===== config.mk =====
export PLATFORM = sky130hd
export DESIGN_NAME = a2_deser
export DESIGN_NICKNAME = d
export VERILOG_FILES = /design/src/rtl/a2_deser.sv
export SDC_FILE = /design/constraint.sdc
export NUM_CORES = 1
export LEC_CHECK = 0
export ABC_AREA = 1
export CAP_MARGIN = 5
export CELL_PAD_IN_SITES_DETAIL_PLACEMENT = 2
export CELL_PAD_IN_SITES_GLOBAL_PLACEMENT = 2
export CORE_MARGIN = 5
export CORE_UTILIZATION = 32
export CTS_CLUSTER_DIAMETER = 30
export DETAILED_ROUTE_END_ITERATION = 10
export PLACE_DENSITY_LB_ADDON = 0.1
export SYNTH_ARGS = -nofsm -noshare
export SYNTH_HDL_FRONTEND = slang
export SYNTH_SLANG_ARGS = --single-unit

===== constraint.sdc =====
create_clock -name clk_i -period 2 [get_ports clk_i]
set_input_delay 0.6 -clock clk_i [delete_from_list [all_inputs] [get_ports clk_i]]
set_output_delay 0.6 -clock clk_i [all_outputs]
set_load 0.01 [all_outputs]

===== src/rtl/a2_deser.sv =====
// Serial-to-parallel deserializer: rebuilds MSB-first framed bit streams into left-aligned words.
// Latency 1 cycle after frame end; single-entry valid/ready output register, frames dropped (overflow_o) when full.
// Backpressure: deser_ready_i only frees the output register; the serial side is never stalled.
module a2_deser #(
    parameter int WIDTH    = 8,
    parameter int CNT_W    = $clog2(WIDTH+1),
    parameter int MIN_BITS = 3
) (
    input  logic             clk_i,
    input  logic             arst_n_i,
    input  logic             ser_data_val_i,
    input  logic             ser_data_i,
    output logic [WIDTH-1:0] deser_data_o,
    output logic [CNT_W-1:0] deser_data_mod_o,
    output logic             deser_data_val_o,
    input  logic             deser_ready_i,
    output logic             short_frame_o,
    output logic             overflow_o
);

    typedef enum logic {
        S_IDLE  = 1'b0,
        S_SHIFT = 1'b1
    } state_t;

    localparam logic [CNT_W-1:0] LAST_CNT = CNT_W'(WIDTH-1);
    localparam logic [CNT_W-1:0] MIN_CNT  = CNT_W'(MIN_BITS);
    localparam logic [WIDTH-1:0] MSB_ONE  = WIDTH'(1) << (WIDTH-1);

    state_t             state_q, state_d;
    logic [WIDTH-1:0]   shift_q, shift_d;
    logic [CNT_W-1:0]   cnt_q, cnt_d;
    logic [WIDTH-1:0]   out_dat_q, out_dat_d;
    logic [CNT_W-1:0]   out_mod_q, out_mod_d;
    logic               out_val_q, out_val_d;
    logic               short_q, short_d;
    logic               ovf_q, ovf_d;

    logic [WIDTH-1:0]   base_shift;
    logic [CNT_W-1:0]   base_cnt;
    logic [WIDTH-1:0]   bit_mask;
    logic               frm_done;
    logic [WIDTH-1:0]   frm_dat;
    logic [CNT_W-1:0]   frm_cnt;
    logic               out_free;

    // State register
    always_ff @(posedge clk_i or negedge arst_n_i) begin
        if (!arst_n_i) begin
            state_q <= S_IDLE;
        end else begin
            state_q <= state_d;
        end
    end

    // Next-state logic
    always_comb begin
        state_d = state_q;
        case (state_q)
            S_IDLE:  if (ser_data_val_i && !frm_done) state_d = S_SHIFT;
            S_SHIFT: if (!ser_data_val_i || frm_done) state_d = S_IDLE;
            default: state_d = S_IDLE;
        endcase
    end

    // FSM outputs: shift/count update and frame completion.
    // A new frame starts from an all-zero base, so unreceived LSBs read 0.
    always_comb begin
        base_shift = (state_q == S_SHIFT) ? shift_q : '0;
        base_cnt   = (state_q == S_SHIFT) ? cnt_q   : '0;
        bit_mask   = MSB_ONE >> base_cnt;
        shift_d    = shift_q;
        cnt_d      = cnt_q;
        frm_done   = 1'b0;
        frm_dat    = shift_q;
        frm_cnt    = cnt_q;
        if (ser_data_val_i) begin
            shift_d = ser_data_i ? (base_shift | bit_mask) : base_shift;
            cnt_d   = base_cnt + CNT_W'(1);
            if (base_cnt == LAST_CNT) begin
                frm_done = 1'b1;
                frm_dat  = shift_d;
                frm_cnt  = cnt_d;
                shift_d  = '0;
                cnt_d    = '0;
            end
        end else if (state_q == S_SHIFT) begin
            frm_done = 1'b1;
            shift_d  = '0;
            cnt_d    = '0;
        end
    end

    // Output register: free when empty or being consumed this cycle
    always_comb begin
        out_dat_d = out_dat_q;
        out_mod_d = out_mod_q;
        out_val_d = out_val_q;
        short_d   = 1'b0;
        ovf_d     = 1'b0;
        out_free  = !out_val_q || deser_ready_i;
        if (out_val_q && deser_ready_i) begin
            out_val_d = 1'b0;
        end
        if (frm_done) begin
            if (frm_cnt < MIN_CNT) begin
                short_d = 1'b1;
            end else if (out_free) begin
                out_dat_d = frm_dat;
                out_mod_d = frm_cnt;
                out_val_d = 1'b1;
            end else begin
                ovf_d = 1'b1;
            end
        end
    end

    always_ff @(posedge clk_i or negedge arst_n_i) begin
        if (!arst_n_i) begin
            shift_q   <= '0;
            cnt_q     <= '0;
            out_dat_q <= '0;
            out_mod_q <= '0;
            out_val_q <= 1'b0;
            short_q   <= 1'b0;
            ovf_q     <= 1'b0;
        end else begin
            shift_q   <= shift_d;
            cnt_q     <= cnt_d;
            out_dat_q <= out_dat_d;
            out_mod_q <= out_mod_d;
            out_val_q <= out_val_d;
            short_q   <= short_d;
            ovf_q     <= ovf_d;
        end
    end

    assign deser_data_o     = out_dat_q;
    assign deser_data_mod_o = out_mod_q;
    assign deser_data_val_o = out_val_q;
    assign short_frame_o    = short_q;
    assign overflow_o       = ovf_q;

endmodule


**Cell area per tile**

(4 px per micron) 8 x 8 tiles, from black (low) to pale yellow (high), 0 to 100% covered.
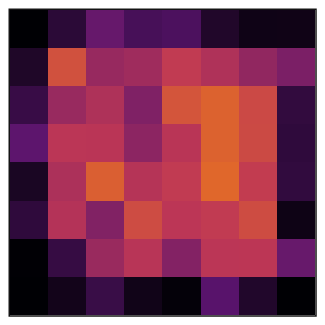
The fullest tile reaches 64%. The mean over all tiles is 32%. The emptiest ninth of the die: south-west.

**Routed clock nets over the placement**

(8 px per micron)
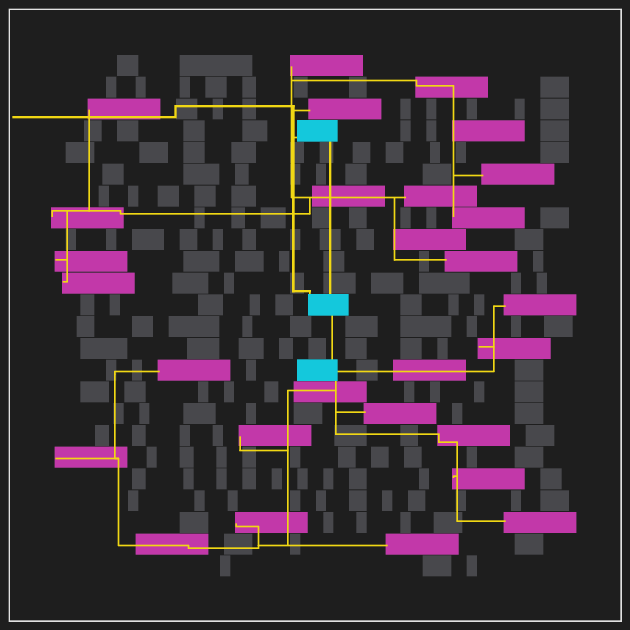
Key: yellow = clock wires [length 438 microns]; magenta = flip-flops [count 28]; cyan = cells driving clock nets [count 3]
Position of the flops: widely spread.
Clock Skew: 0.00355 ns
Skew-Pair Late Insertion Delay: 0.28 ns
clock network fraction of design power: 0.229

**The clock network**

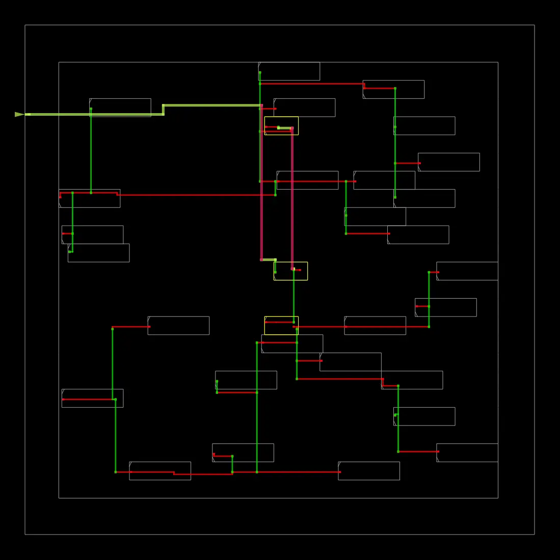
clock-net power: 0.321 mW
Clock buffer cells: 3
clock sink count: 28

==> results.tsv <==
metric	value	unit
Max VDD drop	0.246	mV
TritonCTS buffer count	3	
placed cell areas	1780	sq um
ANT nets after route	0	
Startpoint Class	flop	
Remaining DRCs	0	
Layout fillers	477	
reg-to-reg startpoint	state_q	
M1 GR Usage	0.194	
TritonCTS clock tree	done	
Core Area	4290	sq um
mux share	0	
crit share post-route	0.947	
Gate power share	0.283	
ant diodes	0	
internal power	0.966	mW
total grt overflow	0	
cell taking the most area after synthesis	dfrtp_1	
run status	finished clean	
power after layout	1.40	mW
initial antenna violation count	0	
placed cells	252	
GR Layer Usage met3	0.0284	
count of tool warnings	30	
first-pass GRT wire length	7.81	mm
Area Overhead vs Synth	38.3	%
die outline width	76.3	microns
TNS Setup	0	ns
Detailed Route WL	4.78	mm
row cnt	24	
final setup margin	0.106	ns
Max FO, Critical Path	7	
Rel. slew slack	0.750	
post-synthesis sequential area ratio	0.498	
Post-Synth AOI/OAI Area	0.109	
number of global-route vias before repair	1578	
Slew Limit Fails	0	
sequential fraction of design power	0.488	
==> state kept, by name (all words and copies together), names as in the netlist <==
register,flops
deser_data_val_o,1
deser_data_o,8
cnt_q,4
overflow_o,1
deser_data_mod_o,4
state_q,1
short_frame_o,1
shift_q,8
==> repair_timing <==
| item | in CTS | in global routing |
|---|---|---|
| gates cloned | 0 | 1 |
| gates resized | 4 | 18 |
| buffers inserted | 2 | 2 |
| pin swaps | 0 | 8 |
| setup endpoints to repair | 15 | 15 |
==> final timing paths <==
check,endpoint,depth (start not counted),slack [ns]
max,deser_data_o[4],13,0.11
min,deser_data_o[5],2,0.50
max reg2reg,deser_data_o[4],13,0.11
min reg2reg,deser_data_o[5],2,0.50
max in group asynchronous,shift_q[6],2,1.02
min in group asynchronous,deser_data_o[1],2,0.70
==> cell families (layout without fill, tap and decap cells) <==
logic type / after synthesis / in the layout
flops: 28 / 28
fa+ha+maj: 4 / 4
simple gates: 94 / 95
buf+inv: 19 / 58
compound gates: 22 / 22
==> critical path: stages (launching register included) <==
cell and delay (ns):
dfrtp_1 0.43, nand2_2 0.09, inv_2 0.08, ha_4 0.17
inv_1 0.06, nor2_2 0.16, nand3_2 0.13, nand2_1 0.09
nand2_1 0.08, nand2_2 0.09, nand2_4 0.09, buf_6 0.14
nand4_1 0.09, nand2_1 0.07
==> power by group through the flow <==
stage	clock network (mW)	registers (mW)	logic, mW
6_report	0.321	0.684	0.397
3_5_place_dp	0	0.696	0.372
4_1_cts	0.330	0.684	0.384
2_1_floorplan	0	0.711	0.120
3_3_place_gp	0	0.684	0.352
5_1_grt	0.350	0.693	0.433
==> routing by layer <==
| layer | vias up | share of wire |
|---|---|---|
| met4 | 0 | 0.018 |
| met3 | 8 | 0.033 |
| met5 | - | 0 |
| met2 | 25 | 0.54 |
| li1 | 648 | - |
| met1 | 696 | 0.41 |
==> layout by cell type (no fill, tap or decap) <==
master | Yosys | final
ha_4 | 0 | 1
a32o_1 | 4 | 4
a32oi_1 | 4 | 4
nand3_4 | 0 | 3
o21ai_2 | 1 | 1
nand2_1 | 58 | 54
clkbuf_8 | 0 | 3
nor3_4 | 1 | 1
nand2_2 | 1 | 4
buf_4 | 1 | 20
ha_1 | 4 | 3
a21oi_1 | 1 | 1
o22ai_1 | 1 | 1
nor2_4 | 0 | 3
nor2_2 | 1 | 1
dfrtp_1 | 28 | 28
inv_1 | 11 | 9
o21ai_0 | 10 | 10
o32ai_1 | 1 | 1
inv_2 | 2 | 4
buf_6 | 0 | 3
clkdlybuf4s50_1 | 0 | 19
nand3_1 | 8 | 7
nand3_2 | 2 | 1
nor2_1 | 11 | 8
nand2_4 | 0 | 1
nand4_1 | 12 | 12
==> cell type report <==
cell class	instances	area (sq um)	share of cell area
inverter	13	48.8	0.0251
clock buffer	3	41.3	0.0212
tap	52	65.1	0.0335
sequential	28	701	0.360
multi-input combinational	121	714	0.367
timing repair buffer	42	374	0.192
Power and IR drop assume default switching activity.
